run_1/met1.png
Scale: 6 px per um. Supply wires on this layer in gray. Cells faint in the background.
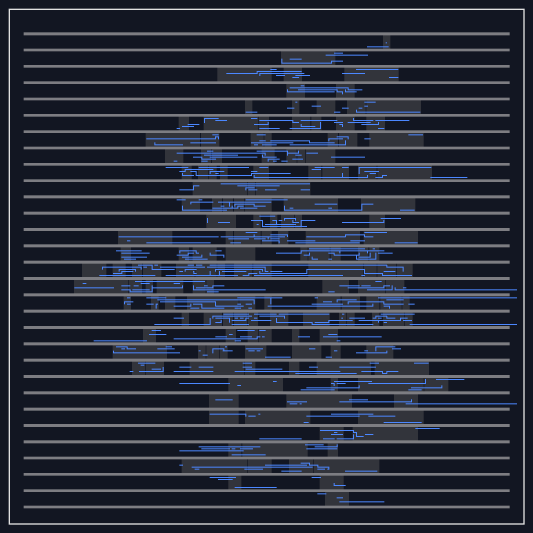
run_1/met2.png
Scale: 6 px per um.
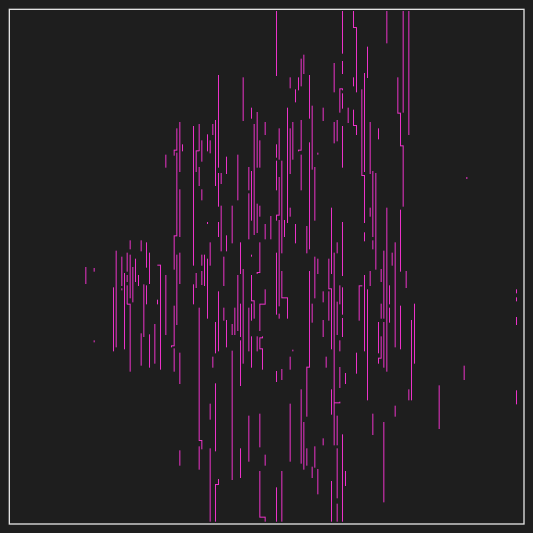
run_1/met3.png
Scale: 6 px per um. Cells faint in the background.
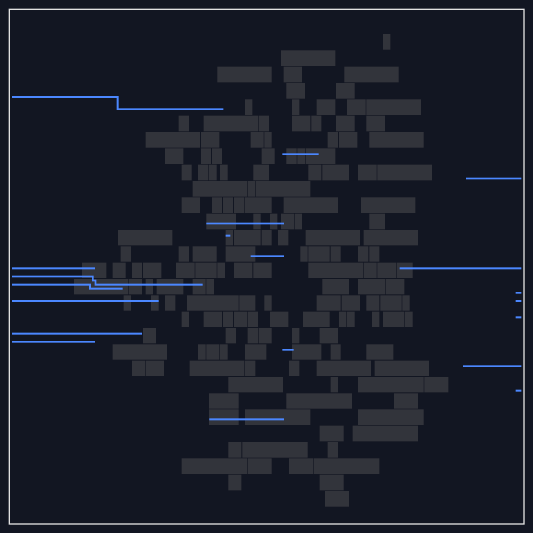
run_1/final_congestion.png
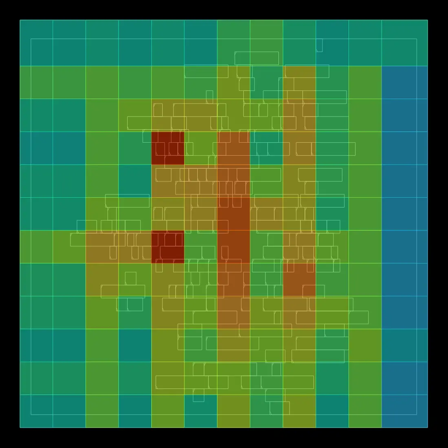
### config.mk
export PLATFORM = sky130hd
export DESIGN_NAME = ccff_chain_programmer
export DESIGN_NICKNAME = d
export VERILOG_FILES = /design/src/rtl/ccff_ctrl_pkg.sv /design/src/rtl/ccff_word_serializer.sv /design/src/rtl/ccff_chain_programmer.sv
export SDC_FILE = /design/constraint.sdc
export NUM_CORES = 1
export LEC_CHECK = 0
export CAP_MARGIN = 20
export CORE_MARGIN = 2
export CORE_UTILIZATION = 25
export DETAILED_ROUTE_END_ITERATION = 16
export DONT_BUFFER_PORTS = 1
export GPL_TIMING_DRIVEN = 0
export SKIP_LAST_GASP = 1
export SYNTH_ARGS = -nofsm -noshare
export SYNTH_HDL_FRONTEND = slang
export SYNTH_SLANG_ARGS = --single-unit
### constraint.sdc
create_clock -name prog_clk -period 2.3 [get_ports prog_clk]
set_input_delay 0.23 -clock prog_clk [delete_from_list [all_inputs] [get_ports prog_clk]]
set_output_delay 0.23 -clock prog_clk [all_outputs]
set_load 0.02 [all_outputs]
### src/rtl/ccff_ctrl_pkg.sv
// Shared state encoding and width helper for the configuration-chain programmer.
package ccff_ctrl_pkg;

    localparam logic [2:0] ST_IDLE  = 3'd0;
    localparam logic [2:0] ST_LOAD  = 3'd1;
    localparam logic [2:0] ST_SHIFT = 3'd2;
    localparam logic [2:0] ST_NEXT  = 3'd3;
    localparam logic [2:0] ST_DONE  = 3'd4;

    // Width of a counter that must hold the values 0..n inclusive.
    function automatic int cnt_width(input int n);
        return (n < 1) ? 1 : $clog2(n + 1);
    endfunction

endpackage

### src/rtl/ccff_word_serializer.sv
// Holds one bitstream word and shifts it out LSB first for a programmed number of bits.
module ccff_word_serializer
    import ccff_ctrl_pkg::*;
#(
    parameter int WORD_W = 8,
    parameter int NB_W   = cnt_width(WORD_W)
) (
    input  logic              clk,
    input  logic              rst,
    input  logic              load,
    input  logic              shift,
    input  logic [WORD_W-1:0] word,
    input  logic [NB_W-1:0]   nbits_in,
    output logic              bit_out,
    output logic              last
);

    logic [WORD_W-1:0] shreg;
    logic [NB_W-1:0]   nbits;

    always_ff @(posedge clk or posedge rst) begin
        if (rst) begin
            nbits <= '0;
        end else if (load) begin
            nbits <= nbits_in;
        end else if (shift && (nbits != '0)) begin
            nbits <= nbits - NB_W'(1);
        end
    end

    // Data path only; its contents are meaningless until the next load.
    always_ff @(posedge clk) begin
        if (load) begin
            shreg <= word;
        end else if (shift) begin
            shreg <= shreg >> 1;
        end
    end

    assign bit_out = shreg[0];
    assign last    = (nbits == NB_W'(1));

endmodule

### src/rtl/ccff_chain_programmer.sv
// Serializes a word-wide bitstream into a configuration chain, gating the chain clock
// so it shifts exactly CHAIN_LEN times, with an optional read-back verify pass.
module ccff_chain_programmer
    import ccff_ctrl_pkg::*;
#(
    parameter int CHAIN_LEN = 62,
    parameter int WORD_W    = 8,
    parameter int CNT_W     = cnt_width(CHAIN_LEN)
) (
    input  logic              prog_clk,
    input  logic              pReset,
    input  logic              start,
    input  logic              verify_en,
    input  logic              abort,
    input  logic [WORD_W-1:0] bs_data,
    input  logic              bs_valid,
    output logic              bs_ready,
    output logic              ccff_head,
    input  logic              ccff_tail,
    output logic              chain_clk_en,
    output logic              verify_pass,
    output logic              busy,
    output logic              done,
    output logic              error,
    output logic [CNT_W-1:0]  err_index
);

    localparam int NB_W = cnt_width(WORD_W);

    logic [2:0]       state;
    logic [CNT_W-1:0] bits_left;
    logic             pass;
    logic             verify_lat;
    logic             load;
    logic             shift_en;
    logic             ser_bit;
    logic             ser_last;
    logic [NB_W-1:0]  nbits_load;

    // abort must drop the handshake and the chain clock in the same cycle it is seen.
    assign busy         = (state != ST_IDLE);
    assign bs_ready     = (state == ST_LOAD) && !abort;
    assign load         = bs_ready && bs_valid;
    assign shift_en     = (state == ST_SHIFT) && !abort;
    assign chain_clk_en = shift_en;
    assign ccff_head    = (state == ST_SHIFT) && ser_bit;
    assign verify_pass  = pass && ((state == ST_LOAD) || (state == ST_SHIFT));
    assign done         = (state == ST_DONE) && !abort;

    // A partial last word only shifts the bits the chain still needs.
    always_comb begin
        nbits_load = NB_W'(WORD_W);
        if (int'(bits_left) < WORD_W) begin
            nbits_load = NB_W'(bits_left);
        end
    end

    ccff_word_serializer #(
        .WORD_W (WORD_W),
        .NB_W   (NB_W)
    ) u_ser (
        .clk      (prog_clk),
        .rst      (pReset),
        .load     (load),
        .shift    (shift_en),
        .word     (bs_data),
        .nbits_in (nbits_load),
        .bit_out  (ser_bit),
        .last     (ser_last)
    );

    always_ff @(posedge prog_clk or posedge pReset) begin
        if (pReset) begin
            state      <= ST_IDLE;
            bits_left  <= '0;
            pass       <= 1'b0;
            verify_lat <= 1'b0;
            error      <= 1'b0;
            err_index  <= '0;
        end else if (abort && (state != ST_IDLE)) begin
            state <= ST_IDLE;
        end else begin
            case (state)
                ST_IDLE: begin
                    if (start) begin
                        verify_lat <= verify_en;
                        error      <= 1'b0;
                        err_index  <= '0;
                        bits_left  <= CNT_W'(CHAIN_LEN);
                        pass       <= 1'b0;
                        state      <= ST_LOAD;
                    end
                end
                ST_LOAD: begin
                    if (load) begin
                        state <= ST_SHIFT;
                    end
                end
                ST_SHIFT: begin
                    bits_left <= bits_left - CNT_W'(1);
                    // The chain is a pure CHAIN_LEN delay, so the tail replays the first pass.
                    if (pass && (ccff_tail != ccff_head) && !error) begin
                        error     <= 1'b1;
                        err_index <= CNT_W'(CHAIN_LEN) - bits_left;
                    end
                    if (ser_last) begin
                        state <= (bits_left == CNT_W'(1)) ? ST_NEXT : ST_LOAD;
                    end
                end
                ST_NEXT: begin
                    if (verify_lat && !pass) begin
                        pass      <= 1'b1;
                        bits_left <= CNT_W'(CHAIN_LEN);
                        state     <= ST_LOAD;
                    end else begin
                        state <= ST_DONE;
                    end
                end
                ST_DONE: begin
                    state <= ST_IDLE;
                end
                default: begin
                    state <= ST_IDLE;
                end
            endcase
        end
    end

endmodule
==> run_summary.xml, run 1 <==
<?xml version="1.0" encoding="UTF-8"?>
<metrics>
  <group name="die">
    <metric name="tapcell.inserted" unit="">77</metric>
    <metric name="cell_row_count" unit="">29</metric>
    <metric name="top_level_ports" unit="">28</metric>
    <metric name="initial_core_util" unit="%">26.0</metric>
    <metric name="chip_area" unit="mm^2">0.00732</metric>
  </group>
  <group name="critical_path">
    <metric name="worst_setup_endpoint" unit="">u_ser.shreg[2]</metric>
    <metric name="critical-path-slowest-cell" unit="">sky130_fd_sc_hd__nor4b_4</metric>
    <metric name="worstPathBufferInverterCount" unit="">2</metric>
    <metric name="crit_arrival" unit="ns">2.09</metric>
    <metric name="worstSetupStartpoint" unit="">state[1]</metric>
    <metric name="worstRegToRegCells" unit="">5</metric>
    <metric name="worstSetupStartpointType" unit="">flop</metric>
    <metric name="cp_cell_sequence" unit="">buf_2 &gt; nor4b_4 &gt; nand2_2 &gt; buf_2 &gt; nand2_1</metric>
    <metric name="ff2ff_setup_slack" unit="ns">0.15</metric>
    <metric name="cp_top_family" unit="">simple AND/OR/NAND/NOR gates</metric>
    <metric name="rr_endpoint" unit="">u_ser.shreg[2]</metric>
    <metric name="critical-path-top-cell-by-count" unit="">sky130_fd_sc_hd__buf_2</metric>
    <metric name="critical_path_depth" unit="">5</metric>
    <metric name="worst_ep_required_time" unit="ns">2.25</metric>
    <metric name="path_max_fanout" unit="">10</metric>
    <metric name="crit_path_end_kind" unit="">flop</metric>
    <metric name="regToRegStartpoint" unit="">state[1]</metric>
    <metric name="worst_path_largest_cell_delay" unit="ns">0.50</metric>
    <metric name="criticalPathCategory" unit="">flop to flop</metric>
  </group>
  <group name="placed_design">
    <metric name="port_bufs" unit="">0</metric>
    <metric name="gp_congestion" unit="">0.757</metric>
    <metric name="dp_cells" unit="">231</metric>
    <metric name="detailed_place_hpwl" unit="um">2650</metric>
    <metric name="detailed_place.area" unit="mm^2">0.00176</metric>
    <metric name="placement.setup.worst_slack" unit="ns">0.107</metric>
  </group>
  <group name="finish">
    <metric name="antenna_cells" unit="">0</metric>
    <metric name="n_fill_cell" unit="">670</metric>
    <metric name="layout.cells.most_common_list" unit="">sky130_fd_sc_hd__dfrtp_1 (22), sky130_fd_sc_hd__inv_1 (14), sky130_fd_sc_hd__mux2_1 (8), sky130_fd_sc_hd__edfxtp_1 (8)</metric>
    <metric name="combAreaFraction" unit="%">42.8</metric>
    <metric name="finish.utilization" unit="%">29.0</metric>
    <metric name="layout.sequential_cells" unit="">30</metric>
    <metric name="layout.buffer.nonclock.area_share" unit="%">1.49</metric>
    <metric name="final-instance-count-excl-fill" unit="">239</metric>
    <metric name="largest_register_ffs" unit="">8</metric>
    <metric name="n_all_inverters" unit="">14</metric>
    <metric name="layout.non_clock_buffers" unit="">6</metric>
    <metric name="area_growth" unit="%">11.3</metric>
    <metric name="fin_nets" unit="">181</metric>
    <metric name="comb_area" unit="um^2">792</metric>
    <metric name="post_route_cell_area" unit="mm^2">0.00185</metric>
    <metric name="final-clk-cell-share" unit="%">4.94</metric>
    <metric name="biggestRegsByFlops" unit="">u_ser.shreg (8), bits_left (6), err_index (6)</metric>
    <metric name="largest-register" unit="">u_ser.shreg</metric>
  </group>
  <group name="final_timing">
    <metric name="setup_slack_after_layout" unit="ns">0.154</metric>
    <metric name="max_freq" unit="MHz">466</metric>
    <metric name="final.setup.tns" unit="ns">0</metric>
    <metric name="post-route-period-util" unit="%">93.3</metric>
    <metric name="rsz0062_at_grt" unit="">no</metric>
    <metric name="timing_max_transition_violations_final" unit="">0</metric>
    <metric name="tightestPinTransition" unit="ns">0.959</metric>
    <metric name="finalClockSkew" unit="ns">0.00277</metric>
    <metric name="fin_crit" unit="ns">2.15</metric>
    <metric name="final-setup-viol-count" unit="">0</metric>
    <metric name="final_hold_viol_count" unit="">0</metric>
  </group>
  <group name="synth">
    <metric name="yosys_area" unit="mm^2">0.00166</metric>
    <metric name="yosys_warnings" unit="">0</metric>
    <metric name="postSynthAreaPerCell" unit="um^2">10.8</metric>
    <metric name="synth_top_area_share" unit="%">33.1</metric>
    <metric name="topCellsByArea" unit="">sky130_fd_sc_hd__dfrtp_1 (33%), sky130_fd_sc_hd__edfxtp_1 (14%), sky130_fd_sc_hd__mux2_1 (5.4%)</metric>
    <metric name="dominantRegCellSynth" unit="">sky130_fd_sc_hd__dfrtp_1</metric>
    <metric name="synth-seq-area-share" unit="%">47.6</metric>
    <metric name="synthMostInstantiatedCell" unit="">sky130_fd_sc_hd__dfrtp_1</metric>
    <metric name="synth_cell_types" unit="">45</metric>
    <metric name="post_synth_most_frequent_cells" unit="">sky130_fd_sc_hd__dfrtp_1 (22), sky130_fd_sc_hd__inv_1 (14), sky130_fd_sc_hd__edfxtp_1 (8), sky130_fd_sc_hd__mux2_1 (8)</metric>
    <metric name="synth.cellmix.adderShare" unit="%">3.76</metric>
    <metric name="netlist_instances" unit="">154</metric>
    <metric name="ys_async_sr_fraction" unit="%">73.3</metric>
    <metric name="simple_gate_share" unit="%">19.0</metric>
    <metric name="yosysTopAreaCell" unit="">sky130_fd_sc_hd__dfrtp_1</metric>
    <metric name="fp_nets" unit="">174</metric>
    <metric name="xor_xnor_cells_area_fraction" unit="%">4.21</metric>
    <metric name="synth-edff-count" unit="">8</metric>
  </group>
  <group name="drt">
    <metric name="met3_wirelength" unit="um">240</metric>
    <metric name="drt.antenna.violating_nets" unit="">0</metric>
    <metric name="detailroute.wirelength.met2" unit="um">1530</metric>
    <metric name="met1_length" unit="um">1650</metric>
    <metric name="route.detailed.vias_per_inst" unit="">4.80</metric>
    <metric name="route.detailed.drc" unit="">0</metric>
    <metric name="first_iter_violations" unit="">67</metric>
    <metric name="top_layer" unit="">met4</metric>
  </group>
  <group name="clock_network">
    <metric name="clock_latency" unit="ns">0.28</metric>
    <metric name="cts-htree-levels" unit="">2</metric>
    <metric name="cts-hold-fix-buffers" unit="">0</metric>
    <metric name="post-cts-setup-buffer-count" unit="">0</metric>
    <metric name="cts-root-to-sink-buffers" unit="">2</metric>
    <metric name="tritoncts" unit="">built</metric>
    <metric name="clk_root_buffer_cell" unit="">sky130_fd_sc_hd__clkbuf_8</metric>
    <metric name="tritoncts.num_buffers" unit="">5</metric>
    <metric name="clk_pin_slew_worst_paths" unit="ns">0.06</metric>
  </group>
  <group name="run_status">
    <metric name="run_status" unit="">finished clean</metric>
  </group>
  <group name="job">
    <metric name="stage_log_warnings" unit="">29</metric>
    <metric name="max_cap_viol_count" unit="">0</metric>
  </group>
  <group name="hold_path">
    <metric name="min-delay-path-class" unit="">input port to asynchronous set/reset pin</metric>
  </group>
  <group name="grt">
    <metric name="grt_overflow" unit="">0</metric>
    <metric name="grt_first_pass_wirelength" unit="um">6080</metric>
    <metric name="antenna_found_initial" unit="">0</metric>
    <metric name="grt.met2_usage" unit="%">15.3</metric>
    <metric name="grt_start_max_net_pins" unit="">23</metric>
    <metric name="via_count_of_the_first_global_routing_pass" unit="">1222</metric>
  </group>
  <group name="power_and_ir_drop">
    <metric name="p_comb" unit="uW">630</metric>
    <metric name="power_clock" unit="uW">439</metric>
    <metric name="power_per_cell_area" unit="mW/mm^2">983</metric>
    <metric name="sequentialPower" unit="uW">749</metric>
    <metric name="p_sw_share" unit="%">36.5</metric>
    <metric name="ir_worst_vdd" unit="V">0.000288</metric>
    <metric name="power_report.internal_total" unit="uW">1160</metric>
    <metric name="comb_power_share" unit="%">34.7</metric>
    <metric name="dominant_power_group" unit="">registers</metric>
    <metric name="power_leakage" unit="uW">0.000787</metric>
  </group>
</metrics>
-- met1.png (at the start) --
share of all routed wire: 47%
main direction: horizontal
wire length on this layer: 1650 um
nets with wire on the layer: 168

-- met2.png (at the start) --
nets with wire on the layer: 152
longest straight run: 32.0 um
share of all routed wire: 44%
wire length on this layer: 1530 um

-- met3.png (at the start) --
wire length on this layer: 240 um
nets with wire on the layer: 15
main direction: horizontal
longest straight run: 24.1 um
share of all routed wire: 6.9%

-- final_congestion.png (at the start) --
Global Route Usage Sum: 10.8%
GR met1 Demand/Resource: 13.9%
global routing's busiest layer: met2
met3 track utilization from global routing: 5.10%
routed length per instance: 14.6 um

==> run 2: changes to the inputs <==
--- a/config.mk
+++ b/config.mk
@@ -12,6 +12,7 @@
 export DONT_BUFFER_PORTS = 1
 export GPL_TIMING_DRIVEN = 0
 export SKIP_LAST_GASP = 1
+export SLEW_MARGIN = 20
 export SYNTH_ARGS = -nofsm -noshare
 export SYNTH_HDL_FRONTEND = slang
 export SYNTH_SLANG_ARGS = --single-unit
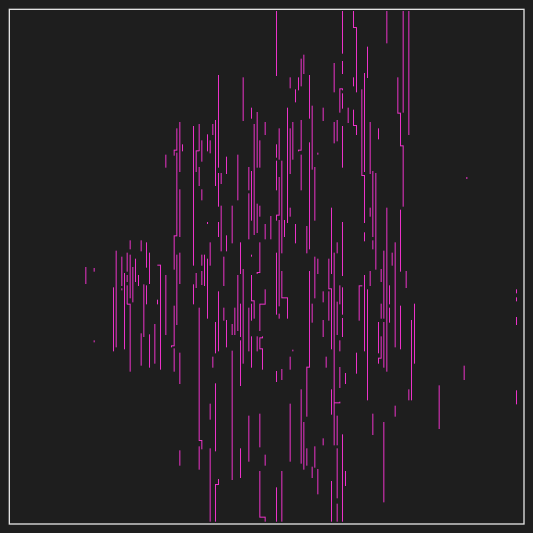
run_2/met2.png
Scale: 6 px per um.
main direction: vertical
wire length on this layer: 1530 um
longest straight run: 32.0 um
nets with wire on the layer: 152
share of all routed wire: 44%
met2 global-route usage: 15.3%
total wire length: 3480 um
Via Count: 1148

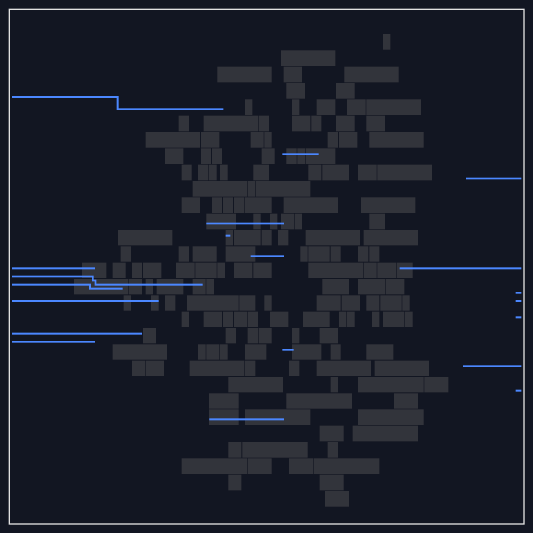
run_2/met3.png
Scale: 6 px per um. Cells faint in the background.
main direction: horizontal
wire length on this layer: 240 um
nets with wire on the layer: 15

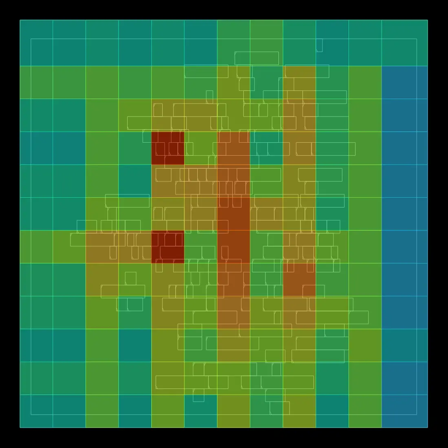
run_2/final_congestion.png
final core utilization: 29.0%

==> run 2 against run 1 <==
Synthesized cell count stayed put. Wire length stayed put. Sequential cell count stayed put. Non-clock buffer count stayed put. Die area stayed put. Fmax stayed put. Total power stayed put. Combinational power hardly changed.
==> run_summary.xml, run 2 <==
<?xml version="1.0" encoding="UTF-8"?>
<metrics>
  <group name="critical_path">
    <metric name="ff2ff_setup_slack" unit="ns">0.15</metric>
    <metric name="critical-path-top-cell-by-count" unit="">sky130_fd_sc_hd__buf_2</metric>
    <metric name="crit_arrival" unit="ns">2.09</metric>
    <metric name="rr_endpoint" unit="">u_ser.shreg[2]</metric>
    <metric name="critical_path_depth" unit="">5</metric>
    <metric name="critical-path-slowest-cell" unit="">sky130_fd_sc_hd__nor4b_4</metric>
    <metric name="path_max_fanout" unit="">10</metric>
    <metric name="worstSetupStartpointType" unit="">flop</metric>
    <metric name="crit_path_end_kind" unit="">flop</metric>
    <metric name="cp_top_family" unit="">simple AND/OR/NAND/NOR gates</metric>
    <metric name="worstRegToRegCells" unit="">5</metric>
    <metric name="worstPathBufferInverterCount" unit="">2</metric>
    <metric name="criticalPathCategory" unit="">flop to flop</metric>
    <metric name="worst_setup_endpoint" unit="">u_ser.shreg[2]</metric>
    <metric name="worst_path_largest_cell_delay" unit="ns">0.50</metric>
    <metric name="regToRegStartpoint" unit="">state[1]</metric>
    <metric name="worstSetupStartpoint" unit="">state[1]</metric>
    <metric name="cp_cell_sequence" unit="">buf_2 &gt; nor4b_4 &gt; nand2_2 &gt; buf_2 &gt; nand2_1</metric>
    <metric name="worst_ep_required_time" unit="ns">2.25</metric>
  </group>
  <group name="finish">
    <metric name="fin_nets" unit="">181</metric>
    <metric name="dominant-cell-class" unit="">multi-input combinational cells</metric>
    <metric name="final-instance-count-excl-fill" unit="">239</metric>
    <metric name="final-clk-cell-share" unit="%">4.94</metric>
    <metric name="layout.sequential_cells" unit="">30</metric>
    <metric name="area_growth" unit="%">11.3</metric>
    <metric name="layout.non_clock_buffers" unit="">6</metric>
    <metric name="n_all_inverters" unit="">14</metric>
    <metric name="comb_area" unit="um^2">792</metric>
    <metric name="layout.buffer.nonclock.area_share" unit="%">1.49</metric>
    <metric name="post_route_cell_area" unit="mm^2">0.00185</metric>
    <metric name="largest-register" unit="">u_ser.shreg</metric>
    <metric name="drive_gt1_share" unit="%">12.3</metric>
    <metric name="largest_register_ffs" unit="">8</metric>
    <metric name="combAreaFraction" unit="%">42.8</metric>
    <metric name="n_fill_cell" unit="">670</metric>
    <metric name="layout.cells.most_common_list" unit="">sky130_fd_sc_hd__dfrtp_1 (22), sky130_fd_sc_hd__inv_1 (14), sky130_fd_sc_hd__mux2_1 (8), sky130_fd_sc_hd__edfxtp_1 (8)</metric>
    <metric name="biggestRegsByFlops" unit="">u_ser.shreg (8), bits_left (6), err_index (6)</metric>
    <metric name="clock_buffer_count" unit="">7</metric>
    <metric name="antenna_cells" unit="">0</metric>
  </group>
  <group name="power_and_ir_drop">
    <metric name="power_leakage" unit="uW">0.000787</metric>
    <metric name="seqPwrFrac" unit="%">41.2</metric>
    <metric name="p_sw_share" unit="%">36.5</metric>
    <metric name="power_per_cell_area" unit="mW/mm^2">983</metric>
    <metric name="sequentialPower" unit="uW">749</metric>
    <metric name="comb_power_share" unit="%">34.7</metric>
    <metric name="p_switching" unit="uW">663</metric>
    <metric name="p_comb" unit="uW">630</metric>
    <metric name="dominant_power_group" unit="">registers</metric>
    <metric name="power_report.internal_total" unit="uW">1160</metric>
    <metric name="power_clock" unit="uW">439</metric>
    <metric name="ir_worst_vdd" unit="V">0.000288</metric>
  </group>
  <group name="clock_network">
    <metric name="clk_root_buffer_cell" unit="">sky130_fd_sc_hd__clkbuf_8</metric>
    <metric name="cts-root-to-sink-buffers" unit="">2</metric>
    <metric name="cts-htree-levels" unit="">2</metric>
    <metric name="post-cts-setup-buffer-count" unit="">0</metric>
    <metric name="cts_num_sinks" unit="">30</metric>
    <metric name="cts-hold-fix-buffers" unit="">0</metric>
    <metric name="tritoncts.num_buffers" unit="">5</metric>
    <metric name="clk_pin_slew_worst_paths" unit="ns">0.06</metric>
    <metric name="tritoncts" unit="">built</metric>
    <metric name="clock_latency" unit="ns">0.28</metric>
    <metric name="quantity_of_gates_resized_following_cts" unit="">0</metric>
  </group>
  <group name="synth">
    <metric name="synth.cellmix.adderShare" unit="%">3.76</metric>
    <metric name="yosys_area" unit="mm^2">0.00166</metric>
    <metric name="ys_async_sr_fraction" unit="%">73.3</metric>
    <metric name="yosysTopAreaCell" unit="">sky130_fd_sc_hd__dfrtp_1</metric>
    <metric name="post_synth_most_frequent_cells" unit="">sky130_fd_sc_hd__dfrtp_1 (22), sky130_fd_sc_hd__inv_1 (14), sky130_fd_sc_hd__edfxtp_1 (8), sky130_fd_sc_hd__mux2_1 (8)</metric>
    <metric name="fp_nets" unit="">174</metric>
    <metric name="simple_gate_share" unit="%">19.0</metric>
    <metric name="synth-cells-yosys" unit="">154</metric>
    <metric name="synth-seq-area-share" unit="%">47.6</metric>
    <metric name="synth_top_area_share" unit="%">33.1</metric>
    <metric name="muxShareOfSynthArea" unit="%">7.90</metric>
    <metric name="synth_cell_types" unit="">45</metric>
    <metric name="netlist_instances" unit="">154</metric>
    <metric name="main_combinational_cell_family_by_area_after_synthesis" unit="">simple AND/OR/NAND/NOR gates</metric>
    <metric name="yosys_warnings" unit="">0</metric>
    <metric name="dominantRegCellSynth" unit="">sky130_fd_sc_hd__dfrtp_1</metric>
    <metric name="synth-edff-count" unit="">8</metric>
    <metric name="topCellsByArea" unit="">sky130_fd_sc_hd__dfrtp_1 (33%), sky130_fd_sc_hd__edfxtp_1 (14%), sky130_fd_sc_hd__mux2_1 (5.4%)</metric>
    <metric name="xor_xnor_cells_area_fraction" unit="%">4.21</metric>
    <metric name="synthMostInstantiatedCell" unit="">sky130_fd_sc_hd__dfrtp_1</metric>
    <metric name="postSynthAreaPerCell" unit="um^2">10.8</metric>
  </group>
  <group name="placed_design">
    <metric name="detailed_place_hpwl" unit="um">2650</metric>
    <metric name="detailed_place.area" unit="mm^2">0.00176</metric>
    <metric name="gp_congestion" unit="">0.757</metric>
    <metric name="port_bufs" unit="">0</metric>
    <metric name="placement.setup.worst_slack" unit="ns">0.107</metric>
    <metric name="dp_cells" unit="">231</metric>
  </group>
  <group name="die">
    <metric name="top_level_ports" unit="">28</metric>
    <metric name="chip_area" unit="mm^2">0.00732</metric>
    <metric name="cell_row_count" unit="">29</metric>
    <metric name="tapcell.inserted" unit="">77</metric>
    <metric name="initial_core_util" unit="%">26.0</metric>
  </group>
  <group name="hold_path">
    <metric name="min-delay-path-class" unit="">input port to asynchronous set/reset pin</metric>
  </group>
  <group name="grt">
    <metric name="grt_use_total" unit="%">10.8</metric>
    <metric name="grt_start_max_net_pins" unit="">23</metric>
    <metric name="grt.met1_usage" unit="%">13.9</metric>
    <metric name="global_routing_s_busiest_layer" unit="">met2</metric>
    <metric name="grt_overflow" unit="">0</metric>
    <metric name="via_count_of_the_first_global_routing_pass" unit="">1222</metric>
    <metric name="antenna_found_initial" unit="">0</metric>
    <metric name="grt_util_met3" unit="%">5.10</metric>
    <metric name="grt_first_pass_wirelength" unit="um">6080</metric>
  </group>
  <group name="final_timing">
    <metric name="fin_crit" unit="ns">2.15</metric>
    <metric name="post-route-period-util" unit="%">93.3</metric>
    <metric name="final-setup-viol-count" unit="">0</metric>
    <metric name="rsz0062_at_grt" unit="">no</metric>
    <metric name="final_hold_viol_count" unit="">0</metric>
    <metric name="final.hold.worst_slack" unit="ns">0.0177</metric>
    <metric name="max_freq" unit="MHz">466</metric>
    <metric name="tightestPinTransition" unit="ns">0.959</metric>
    <metric name="setup_slack_after_layout" unit="ns">0.154</metric>
    <metric name="timing_max_transition_violations_final" unit="">0</metric>
    <metric name="final.setup.tns" unit="ns">0</metric>
    <metric name="finalClockSkew" unit="ns">0.00277</metric>
  </group>
  <group name="drt">
    <metric name="route.detailed.drc" unit="">0</metric>
    <metric name="first_iter_violations" unit="">67</metric>
    <metric name="met1_length" unit="um">1650</metric>
    <metric name="detail_route.wl_per_cell" unit="um">14.6</metric>
    <metric name="route.detailed.vias_per_inst" unit="">4.80</metric>
    <metric name="drt.antenna.violating_nets" unit="">0</metric>
    <metric name="detailroute.wirelength.met2" unit="um">1530</metric>
    <metric name="met3_wirelength" unit="um">240</metric>
    <metric name="top_layer" unit="">met4</metric>
  </group>
  <group name="job">
    <metric name="max_cap_viol_count" unit="">0</metric>
    <metric name="stage_log_warnings" unit="">29</metric>
  </group>
  <group name="run_status">
    <metric name="run_status" unit="">finished clean</metric>
  </group>
</metrics>
run_2/clock_map.png
Scale: 3 px per um.
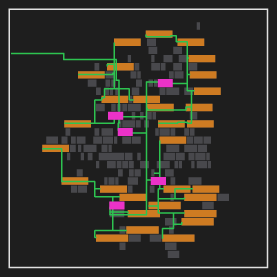

==> run 3: changes to the inputs <==
--- a/config.mk
+++ b/config.mk
@@ -5,6 +5,7 @@
 export SDC_FILE = /design/constraint.sdc
 export NUM_CORES = 1
 export LEC_CHECK = 0
+export ABC_AREA = 1
 export CAP_MARGIN = 20
 export CORE_MARGIN = 2
 export CORE_UTILIZATION = 25
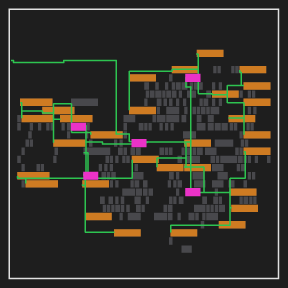
run_3/clock_map.png
Scale: 3 px per um.
[magenta] cells driving clock nets | count: 5
[green] clock wires | length: 513 um
[orange] flip-flops | count: 30
routed clock nets: 6

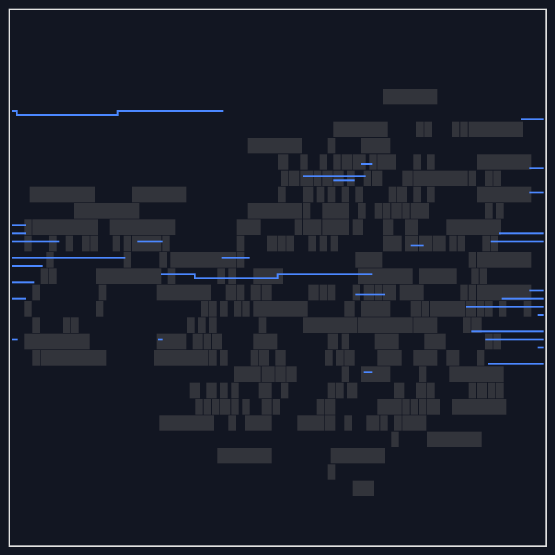
run_3/met3.png
Scale: 6 px per um. Cells faint in the background.
longest straight run: 18.6 um
share of all routed wire: 5.7%

==> run 3 against run 2 <==
Cell count increased by 44%. Synthesized area up 9.3%. Critical path type unchanged. Die area is 8.8% higher.
==> run_summary.xml, run 3 <==
<?xml version="1.0" encoding="UTF-8"?>
<metrics>
  <group name="clock_network">
    <metric name="tritoncts" unit="">built</metric>
    <metric name="post-cts-setup-buffer-count" unit="">0</metric>
    <metric name="cts-htree-levels" unit="">2</metric>
    <metric name="tritoncts.num_buffers" unit="">5</metric>
    <metric name="clk_pin_slew_worst_paths" unit="ns">0.07</metric>
    <metric name="clock_latency" unit="ns">0.29</metric>
    <metric name="cts_num_sinks" unit="">30</metric>
    <metric name="cts-hold-fix-buffers" unit="">1</metric>
    <metric name="quantity_of_gates_resized_following_cts" unit="">0</metric>
    <metric name="clk_root_buffer_cell" unit="">sky130_fd_sc_hd__clkbuf_8</metric>
    <metric name="cts-root-to-sink-buffers" unit="">2</metric>
  </group>
  <group name="drt">
    <metric name="route.detailed.vias_per_inst" unit="">4.38</metric>
    <metric name="drt_wl_total" unit="um">3900</metric>
    <metric name="detailroute.wirelength.met2" unit="um">1680</metric>
    <metric name="first_iter_violations" unit="">63</metric>
    <metric name="detailroute.via_count" unit="">1505</metric>
    <metric name="top_layer" unit="">met4</metric>
    <metric name="detail_route.wl_per_cell" unit="um">11.3</metric>
    <metric name="route.detailed.drc" unit="">0</metric>
    <metric name="met1_length" unit="um">1920</metric>
    <metric name="met3_wirelength" unit="um">221</metric>
  </group>
  <group name="hold_path">
    <metric name="min-delay-path-class" unit="">input port to asynchronous set/reset pin</metric>
  </group>
  <group name="final_timing">
    <metric name="final.hold.worst_slack" unit="ns">0.0252</metric>
    <metric name="setup_slack_after_layout" unit="ns">0.290</metric>
    <metric name="finalClockSkew" unit="ns">0.00764</metric>
    <metric name="fin_crit" unit="ns">2.01</metric>
    <metric name="final-setup-viol-count" unit="">0</metric>
    <metric name="max_freq" unit="MHz">498</metric>
    <metric name="timing_max_transition_violations_final" unit="">0</metric>
    <metric name="rsz0062_at_grt" unit="">no</metric>
    <metric name="post-route-period-util" unit="%">87.4</metric>
  </group>
  <group name="job">
    <metric name="max_cap_viol_count" unit="">0</metric>
    <metric name="stage_log_warnings" unit="">29</metric>
  </group>
  <group name="placed_design">
    <metric name="detailed_place.area" unit="mm^2">0.00194</metric>
    <metric name="placement.setup.worst_slack" unit="ns">0.289</metric>
    <metric name="dp_cells" unit="">335</metric>
    <metric name="gp_congestion" unit="">0.791</metric>
    <metric name="detailed_place_hpwl" unit="um">2870</metric>
    <metric name="port_bufs" unit="">0</metric>
  </group>
  <group name="grt">
    <metric name="grt_first_pass_wirelength" unit="um">6590</metric>
    <metric name="via_count_of_the_first_global_routing_pass" unit="">1430</metric>
    <metric name="grt_start_max_net_pins" unit="">23</metric>
    <metric name="grt_overflow" unit="">0</metric>
    <metric name="global_routing_s_busiest_layer" unit="">met2</metric>
    <metric name="grt.met1_usage" unit="%">14.0</metric>
    <metric name="grt_use_total" unit="%">10.9</metric>
    <metric name="antenna_found_initial" unit="">0</metric>
  </group>
  <group name="finish">
    <metric name="post_route_cell_area" unit="mm^2">0.00208</metric>
    <metric name="layout.sequential_cells" unit="">30</metric>
    <metric name="fin_nets" unit="">264</metric>
    <metric name="n_all_inverters" unit="">27</metric>
    <metric name="area_growth" unit="%">14.7</metric>
    <metric name="combAreaFraction" unit="%">42.5</metric>
    <metric name="dominant-cell-class" unit="">multi-input combinational cells</metric>
    <metric name="register_area" unit="um^2">791</metric>
    <metric name="largest_register_ffs" unit="">8</metric>
    <metric name="layout.buffer.nonclock.area_share" unit="%">2.22</metric>
    <metric name="finish.utilization" unit="%">29.2</metric>
    <metric name="final-instance-count-excl-fill" unit="">344</metric>
    <metric name="layout.non_clock_buffers" unit="">6</metric>
    <metric name="biggestRegsByFlops" unit="">u_ser.shreg (8), bits_left (6), err_index (6)</metric>
    <metric name="layout.cells.most_common_list" unit="">sky130_fd_sc_hd__nand2_1 (88), sky130_fd_sc_hd__inv_1 (25), sky130_fd_sc_hd__nand3_1 (25), sky130_fd_sc_hd__dfrtp_1 (22), sky130_fd_sc_hd__nor2_1 (17)</metric>
    <metric name="final-clk-cell-share" unit="%">6.37</metric>
    <metric name="antenna_cells" unit="">0</metric>
    <metric name="largest-register" unit="">u_ser.shreg</metric>
    <metric name="drive_gt1_share" unit="%">11.4</metric>
    <metric name="n_fill_cell" unit="">797</metric>
    <metric name="comb_area" unit="um^2">886</metric>
  </group>
  <group name="critical_path">
    <metric name="criticalPathCategory" unit="">flop to flop</metric>
    <metric name="regToRegStartpoint" unit="">state[2]</metric>
    <metric name="ff2ff_setup_slack" unit="ns">0.29</metric>
    <metric name="crit_arrival" unit="ns">1.93</metric>
    <metric name="worstSetupStartpoint" unit="">state[2]</metric>
    <metric name="worst_path_largest_cell_delay" unit="ns">0.46</metric>
    <metric name="rr_endpoint" unit="">u_ser.shreg[2]</metric>
    <metric name="worstRegToRegCells" unit="">4</metric>
    <metric name="worstPathBufferInverterCount" unit="">1</metric>
    <metric name="critical-path-slowest-cell" unit="">sky130_fd_sc_hd__dfrtp_1</metric>
    <metric name="worst_setup_endpoint" unit="">u_ser.shreg[2]</metric>
    <metric name="worstSetupStartpointType" unit="">flop</metric>
    <metric name="cp_cell_sequence" unit="">nor2_1 &gt; nand4_2 &gt; buf_2 &gt; o21ai_1</metric>
    <metric name="path_max_fanout" unit="">10</metric>
    <metric name="worst_ep_required_time" unit="ns">2.22</metric>
    <metric name="crit_path_end_kind" unit="">flop</metric>
    <metric name="critical_path_depth" unit="">4</metric>
    <metric name="cp_top_family" unit="">simple AND/OR/NAND/NOR gates</metric>
  </group>
  <group name="synth">
    <metric name="topCellsByArea" unit="">sky130_fd_sc_hd__dfrtp_1 (30%), sky130_fd_sc_hd__nand2_1 (18%), sky130_fd_sc_hd__edfxtp_1 (13%)</metric>
    <metric name="synth.cellmix.adderShare" unit="%">3.44</metric>
    <metric name="simple_gate_share" unit="%">39.5</metric>
    <metric name="ys_async_sr_fraction" unit="%">73.3</metric>
    <metric name="synth-seq-area-share" unit="%">43.5</metric>
    <metric name="xor_xnor_cells_area_fraction" unit="%">1.93</metric>
    <metric name="yosys_warnings" unit="">0</metric>
    <metric name="synth_cell_types" unit="">28</metric>
    <metric name="fp_nets" unit="">256</metric>
    <metric name="dominantRegCellSynth" unit="">sky130_fd_sc_hd__dfrtp_1</metric>
    <metric name="yosys_area" unit="mm^2">0.00182</metric>
    <metric name="synth_top_area_share" unit="%">30.3</metric>
    <metric name="muxShareOfSynthArea" unit="%">0</metric>
    <metric name="ys_ff" unit="">30</metric>
    <metric name="synthMostInstantiatedCell" unit="">sky130_fd_sc_hd__nand2_1</metric>
    <metric name="synth-edff-count" unit="">8</metric>
    <metric name="post_synth_most_frequent_cells" unit="">sky130_fd_sc_hd__nand2_1 (88), sky130_fd_sc_hd__inv_1 (25), sky130_fd_sc_hd__nand3_1 (25), sky130_fd_sc_hd__dfrtp_1 (22), sky130_fd_sc_hd__nor2_1 (17)</metric>
    <metric name="synth-cells-yosys" unit="">236</metric>
    <metric name="postSynthAreaPerCell" unit="um^2">7.70</metric>
    <metric name="netlist_instances" unit="">236</metric>
    <metric name="yosysTopAreaCell" unit="">sky130_fd_sc_hd__dfrtp_1</metric>
    <metric name="main_combinational_cell_family_by_area_after_synthesis" unit="">simple AND/OR/NAND/NOR gates</metric>
  </group>
  <group name="power_and_ir_drop">
    <metric name="seqPwrFrac" unit="%">34.2</metric>
    <metric name="power_leakage" unit="uW">0.00104</metric>
    <metric name="p_sw_share" unit="%">43.4</metric>
    <metric name="power_report.internal_total" unit="uW">1480</metric>
    <metric name="dominant_power_group" unit="">combinational cells</metric>
    <metric name="p_comb" unit="uW">1120</metric>
    <metric name="ir_worst_vdd" unit="V">0.000397</metric>
    <metric name="comb_power_share" unit="%">43.1</metric>
    <metric name="power_per_cell_area" unit="mW/mm^2">1250</metric>
    <metric name="sequentialPower" unit="uW">891</metric>
    <metric name="power_clock" unit="uW">594</metric>
    <metric name="p_switching" unit="uW">1130</metric>
  </group>
  <group name="die">
    <metric name="chip_area" unit="mm^2">0.00796</metric>
    <metric name="tapcell.inserted" unit="">99</metric>
    <metric name="initial_core_util" unit="%">25.5</metric>
    <metric name="cell_row_count" unit="">31</metric>
    <metric name="top_level_ports" unit="">28</metric>
  </group>
  <group name="run_status">
    <metric name="run_status" unit="">finished clean</metric>
  </group>
</metrics>
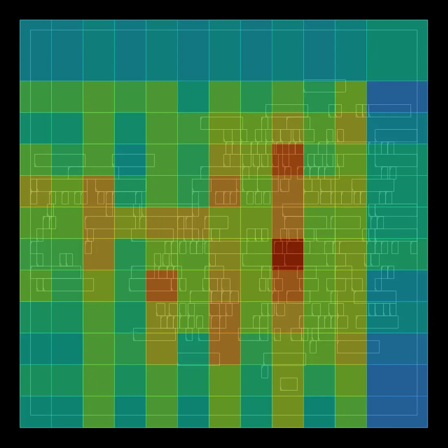
run_3/final_congestion.png
met2 global-route usage: 17.0%
met3 track utilization from global routing: 3.32%

Power figures rest on the tool's default switching activity, not on a simulated workload.
